Design local_field_accum, sky130hd; sources not shown.
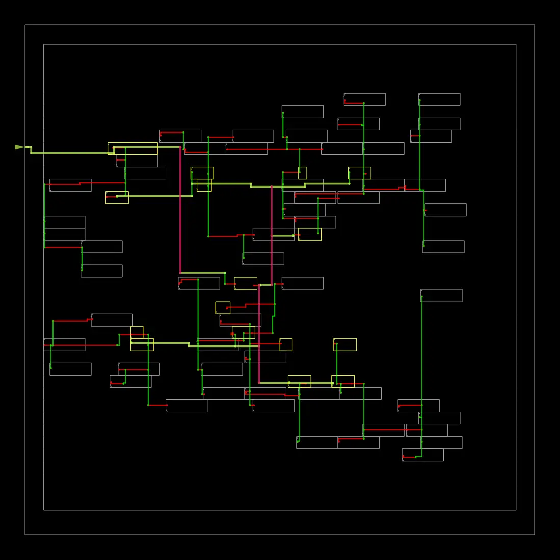
Fig. 1. Clock wiring as the flow saved it.
Clock Sinks: 57
total clock buffers created by CTS: 9

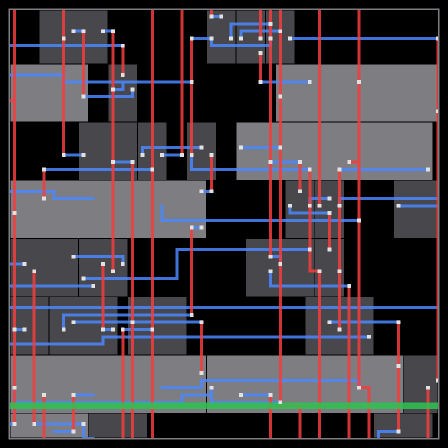
Fig. 2. Layout detail.
Region (75, 75) to (95, 95) um. Cells in grey, sequential cells in the stronger grey; small squares are vias.
layer	colour
met1	blue
met3	green
met2	red
most frequent	nand2_1 (9), xor2_1 (5), dfrtp_1 (5)
cells with their middle in the window	24
sequential cells in the window	5

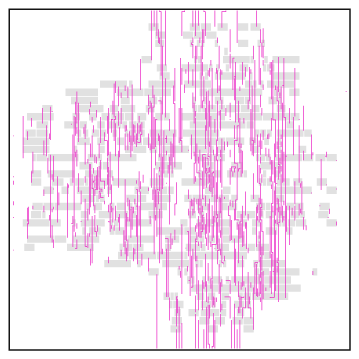
Fig. 3. M2 wires.
Scale: 3 px per um. Cells faint in the background.
main direction	vertical
share of all routed wire	50%
longest straight run	60.2 um
nets with wire on the layer	396
wire length on this layer	4110 um
via count: 2806
M2 GR Usage: 22.6%
aggregate routed wire length: 8170 um

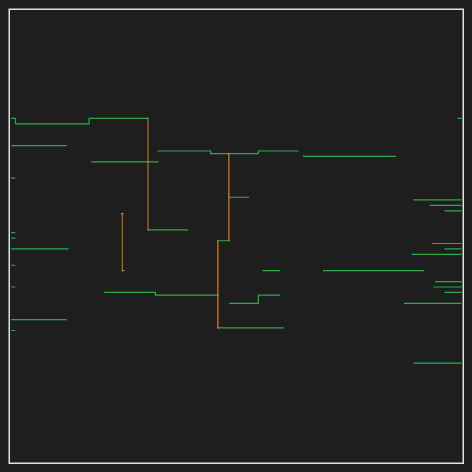
Fig. 4. Signal wires by layer.
Scale: 4 px per um. Two of the layers only.
layer	colour	wire length
met3	green	354 um
met4	orange	85.7 um
all-layer global routing usage: 13.2%
routed length per instance: 14.4 um

==> reports/notes.md <==
The headroom to the max-slew limit was 60.9%. Sorting the synthesized cells by area gives the leading types as sky130_fd_sc_hd__dfrtp_1 43%, sky130_fd_sc_hd__nand2_1 6.8%, sky130_fd_sc_hd__ha_1 4.9%. According to the dpl log, the detail-placed design has an HPWL of 6210 um. The area taken by multi-input combinational cells is reported as 1800 um^2.

For the fraction of power consumed by the clock network, the log shows 17.4%. Effective utilization at floorplan: 30.6%. The highest supply drop recorded on VDD is 0.315 mV. With the part of the total power dissipated in sequential elements at 32.3%, the final weighted congestion in routability-driven placement is 0.839. The die is 113 um wide. The tools report the count of inserted antenna diode cells as 0.

Counting flops with a built-in enable in the synthesized netlist gives 0. The run gives 113 um for the vertical die dimension. In the CTS report, the clock slew at the register clock pins of the worst setup and hold paths is listed as 0.08 ns. The area fraction in compound gates was 15.4%. Violation count after the first detailed-routing iteration: 98. The run gives 70 for the count of plain and timing-repair buffers in the layout.

The flow ran to the end, and the final reports show no timing, DRC or antenna violations. The number of logic stages on the critical path including buffering works out to 13. Cells fill 39.8% of the core in the end. OpenSTA, run right after detailed placement, puts the worst setup slack at -0.00825 ns. The run gives 0 for the initial antenna violation count.

By count the netlist is led by 60 x sky130_fd_sc_hd__nand2_1, 57 x sky130_fd_sc_hd__dfrtp_1, 16 x sky130_fd_sc_hd__xor2_1. Derived from the worst setup path, the maximum achievable clock frequency is 305 MHz. The share of total power dissipated in combinational logic is 50.3%. The worst setup path is of the flop to flop kind.

The run gives 0 as the number of max-slew violations in the final report. The routed design could run at a clock period as short as 3.28 ns. The number of buffers added on ports works out to 50.

The post-synthesis mux area share is 3.47%. Broken down by cell family, the worst path's largest delay share belongs to AND-OR/OR-AND gates. Setup repair after global routing could not meet its margin everywhere.

The highest net fanout along the worst path came out at 2. The core region is 10800 um^2.
Power is estimated from default activity; no workload was simulated.
